run_1/clock_wires.png
(3 px per um)
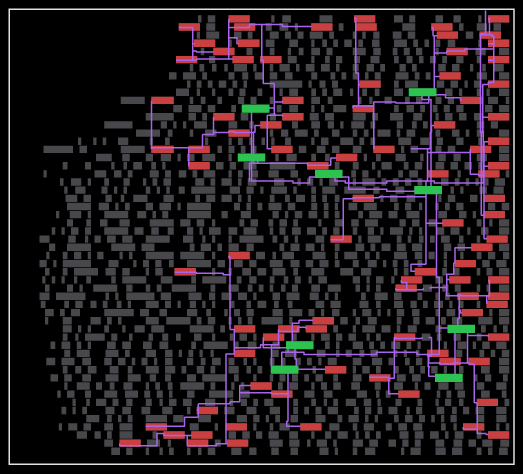
run_1/port_trees.png
(3 px per um)
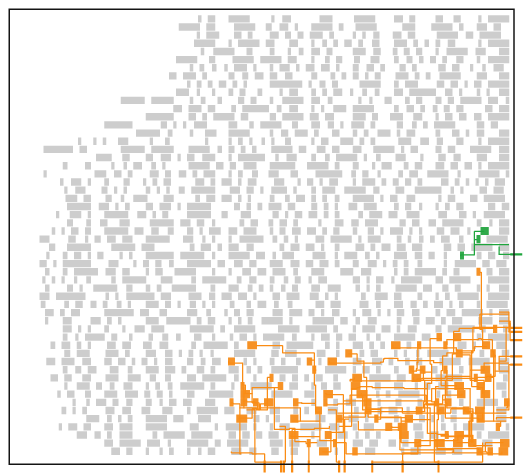
run_1/m3.png
(2 px per um)
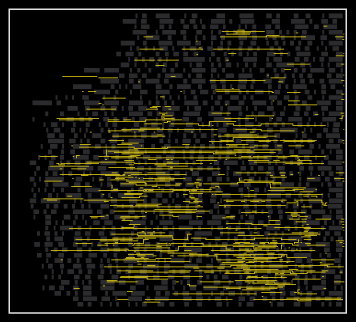
run_1/clock_nets.png
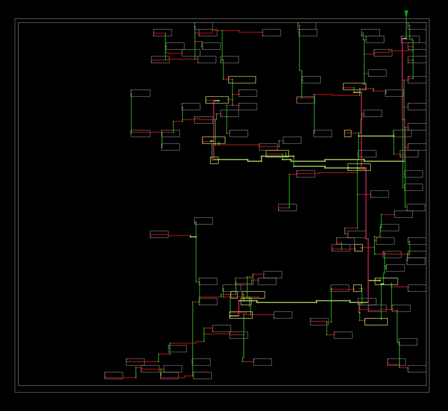
Design phase_recover, sky130hd; sources not shown.
==> CHANGELOG.md, run 1 <==
### Physical design

* Share of post-route cells with drive strength above 1 at 7.95%
* # rows at roughly 54
* Pre-CTS worst setup slack at roughly 5200 ps
* Sequential Power Share at 23.5%
* Most frequent cell on the critical path: sky130_fd_sc_hd__nand2_1
* DR iter-0 viols at 1,365
* Worst path arrival time at slightly above 8000 ps
* Ao+oa area frac at between 20% and 30%
* Wire length of the first global-routing pass at ~79 mm
* Fill cell count at ~2,600
* Post-detailed-route DRC marker count at 0
* Tapcell Cnt at between 300 and 400
* Number of global-route vias before repair at 12,400
* Netlist cell types at 78
* HPWL after detailed placement at 34.5 mm
* RSZ-0062 raised after global routing: false
* Gate count of the mapped netlist at about 1,300
* Area added between synthesis and finish at 10.1%
* Final slew viol count at 0
* Clock buffer depth at 2
* Post-synthesis async set-or-reset flop share at 0%
* Number of resized instances in the post-cts repair step at 0
* Count of inserted antenna diode cells at 2
* Result of the run: complete, no violations
* Most frequent cells after synthesis: 137 x sky130_fd_sc_hd__nand2_1, 99 x sky130_fd_sc_hd__o21ai_0, 94 x sky130_fd_sc_hd__nor2_1
* Min-delay worst type: reg -> reg
* OpenROAD warning count at 32
* Int Power at about 800 uW
* Buffers & Inverters on Critical Path at 1
* Data required time at the worst endpoint at about 13,000 ps
* Count of maximum capacitance violations at 0
* Routing usage on met2 at 68.1%
* Total power at 1650 uW
Back to the opening pictures, clock_wires.png:
legend:
  green:
    item: clock-net drivers
    count: 9
  purple:
    item: clock wires
    length: 1,610 um
  red:
    item: flip-flops
    count: 91
routed clock nets: 10
clock group power: 304 uW
insertion delay at the late pin of the worst-skew pair: 380 ps
Clock Skew: 14.6 ps
clock network fraction of total power: 18.4%

Back to the opening pictures, port_trees.png:
legend:
  orange:
    port: cos_in
    bits: 16
    direction: input
    edge: 10 bottom, 6 right
    end_cells: 77
    buffers: 16
    wire: 1,690 um
  green:
    port: out_ready
    bits: 1
    direction: input
    edge: right
    end_cells: 3
    buffers: 1
    wire: 34.9 um
num ports: 54
# port buffers: 53

Back to the opening pictures, m3.png:
longest straight run: 72.7 um
wire length on this layer: 4,960 um
main direction: horizontal
share of all routed wire: 9.5%
Post-Route WL: 52.3 mm
met3 Resource Use GR: 9.98%
detailed-route via count: 11,400

Back to the opening pictures, clock_nets.png:
sequential cell count: 91
number of CTS-inserted buffers: 9

## Run 2: what changed since run 1
--- a/config.mk
+++ b/config.mk
@@ -9,10 +9,10 @@
 export CELL_PAD_IN_SITES_DETAIL_PLACEMENT = 2
 export CELL_PAD_IN_SITES_GLOBAL_PLACEMENT = 2
 export CORE_ASPECT_RATIO = 0.9
-export CORE_UTILIZATION = 40
+export CORE_UTILIZATION = 34
 export DETAILED_ROUTE_END_ITERATION = 8
 export GPL_ROUTABILITY_DRIVEN = 0
-export PLACE_DENSITY = 0.95
+export PLACE_DENSITY = 0.87
 export SLEW_MARGIN = 5
 export SYNTH_ARGS = -nofsm -noshare
 export SYNTH_HDL_FRONTEND = slang
==> constraint.sdc (replaced) <==
create_clock -name clk -period 6.4 [get_ports clk]
set_input_delay 1.28 -clock clk [delete_from_list [all_inputs] [get_ports clk]]
set_output_delay 1.28 -clock clk [all_outputs]
set_load 0.005 [all_outputs]
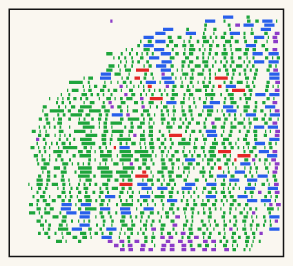
run_2/class_map.png
(1.5 px per um)
legend:
  purple:
    class: remaining buffers and delay cells
    cells: 74
    share_of_their_area: 6.5%
  red:
    class: clock drivers and dummy loads
    cells: 16
    share_of_their_area: 2.7%
  blue:
    class: registers
    cells: 91
    share_of_their_area: 17%
  green:
    class: remaining logic cells
    cells: 1,092
    share_of_their_area: 73%
core region area: 28,300 um2
fraction of standard cell area that is sequential: 16.7%
post-layout util: 38.6%

==> run 2 against run 1 <==
Highest routed layer unchanged. First-iteration DRC count is 30% lower. Synthesized cell count did not move. Critical path type unchanged. Power up 82%.
==> CHANGELOG.md, run 2 <==
### Physical design

* Post-synthesis async set-or-reset flop share at 0%
* Worst reg2reg setup slack at about 530 ps
* # rows at 58
* Clock buffer depth at 2
* Post-Route WL at 41.4 mm
* Count of inserted antenna diode cells at 0
* Int Power at roughly 1600 uW
* Sequential Power Share at between 20% and 30%
* Wire length of the first global-routing pass at 65.0 mm
* Gate count of the mapped netlist at approximately 1,300
* Min-delay worst type: reg -> reg
* Crit Path Category: in -> reg
* Result of the run: complete, no violations
* Clock network fraction of total power at 17.8%
* Mean number of vias per cell at around 6.3
* Count of maximum capacitance violations at 0
* Number of resized instances in the post-cts repair step at 0
* # port buffers at around 53
* Pre-CTS worst setup slack at between 300 and 400 ps
* Horizontal die dimension at 182 um
* OpenROAD warning count at 32
* DIE HEIGHT at 164 um
* Met3 Resource Use GR at about 4.9%
* Fill cell count at approximately 3,300
* DR iter-0 viols at 951
* Ao+oa area frac at between 20% and 30%
* Clock Skew at 12.3 ps
* Clock group power at 534 uW
* Worst path arrival time at between 6000 and 7000 ps
* Peak clock frequency supported by timing at approximately 170 MHz
* Most frequent cells after synthesis: 137 x sky130_fd_sc_hd__nand2_1, 99 x sky130_fd_sc_hd__o21ai_0, 94 x sky130_fd_sc_hd__nor2_1
* Number of CTS-inserted buffers at 9
* Netlist cell types at slightly below 80
* Worst reg-to-reg path cell count at 18
* Area added between synthesis and finish at 10.3%
* Path length in cells of the critical path at 15
* Num ports at 54
* Share of post-route cells with drive strength above 1 at around 8.1%
* Number of antenna violations at the first check in global routing at 1
* Post-detailed-route DRC marker count at 0
* Routing usage on met2 at 47.2%
* Data required time at the worst endpoint at around 6600 ps
* Number of global-route vias before repair at between 10,000 and 15,000
* Final slew viol count at 0
* Count of endpoints failing hold in the final timing report at 0
* RSZ-0062 raised after global routing: false
* Detailed-route via count at a little over 10,000
* Sequential cell count at 91
## Run 3: what changed since run 2
--- a/config.mk
+++ b/config.mk
@@ -5,14 +5,15 @@
 export SDC_FILE = /design/constraint.sdc
 export NUM_CORES = 1
 export LEC_CHECK = 0
-export CAP_MARGIN = 40
+export CAP_MARGIN = 20
 export CELL_PAD_IN_SITES_DETAIL_PLACEMENT = 2
 export CELL_PAD_IN_SITES_GLOBAL_PLACEMENT = 2
 export CORE_ASPECT_RATIO = 0.9
 export CORE_UTILIZATION = 34
 export DETAILED_ROUTE_END_ITERATION = 8
 export GPL_ROUTABILITY_DRIVEN = 0
-export PLACE_DENSITY = 0.87
+export GPL_TIMING_DRIVEN = 1
+export PLACE_DENSITY = 0.86
 export SLEW_MARGIN = 5
 export SYNTH_ARGS = -nofsm -noshare
 export SYNTH_HDL_FRONTEND = slang
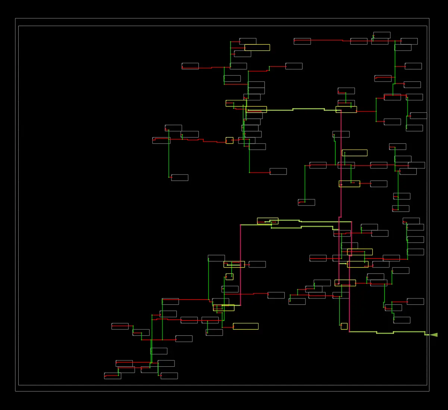
run_3/clock_nets.png
clock group power: 680 uW
insertion delay at the late pin of the worst-skew pair: 360 ps
Clock Sinks: 91

==> run 3 against run 2 <==
Worst hold slack is essentially flat. First-iteration DRC count down 26%. Final area increased by 0.85%. Largest power group unchanged. Maximum frequency decreased by 2.6%. Critical endpoint is now y[11]$_SDFFE_PN0P_. Clock power increased by 27%. Via count about the same. Non-clock buffer count unchanged. Setup slack got worse by 160 ps.
==> CHANGELOG.md, run 3 <==
### Physical design

* Total power at between 3000 and 4000 uW
* Number of CTS-inserted buffers at 9
* Number of antenna violations at the first check in global routing at 0
* RSZ-0062 raised after global routing: false
* Ao+oa area frac at 24.6%
* OpenROAD warning count at 32
* Sequential cell count at between 90 and 100
* Final slew viol count at 0
* Routing usage on met2 at ~45%
* Min-delay worst type: reg -> reg
* DIE HEIGHT at 164 um
* Mean number of vias per cell at between 6 and 7
* Wire length of the first global-routing pass at 63.0 mm
* Post-detailed-route DRC marker count at 0
* Share of post-route cells with drive strength above 1 at 8.17%
* Detailed-route via count at about 10,000
* Count of inserted antenna diode cells at 0
* Met3 Resource Use GR at under 10%
* Pre-CTS worst setup slack at about 230 ps
* Fill cell count at approximately 3,200
* Gate count of the mapped netlist at roughly 1,300
* # rows at between 50 and 60
* Int Power at about 1700 uW
* Buffers & Inverters on Critical Path at 1
* Worst reg-to-reg path cell count at 18
* Fraction of standard cell area that is sequential at between 10% and 20%
* Worst reg2reg setup slack at 730 ps
* Clock buffer depth at 2
* DR iter-0 viols at about 700
* Result of the run: complete, no violations
* Area added between synthesis and finish at 11.3%
* Post-layout util at 38.9%
* Crit Path Category: in -> reg
* Worst path arrival time at 6330 ps
* Core region area at about 28,000 um2
* Horizontal die dimension at around 180 um
* Most frequent cell on the critical path: sky130_fd_sc_hd__nand2_1
* Data required time at the worst endpoint at 6680 ps
* Tapcell Cnt at between 300 and 400
* Post-synthesis async set-or-reset flop share at 0%
* Count of maximum capacitance violations at 0
* Clock Skew at about 11 ps
No activity file was given, so power comes from the tool's default toggle rates.
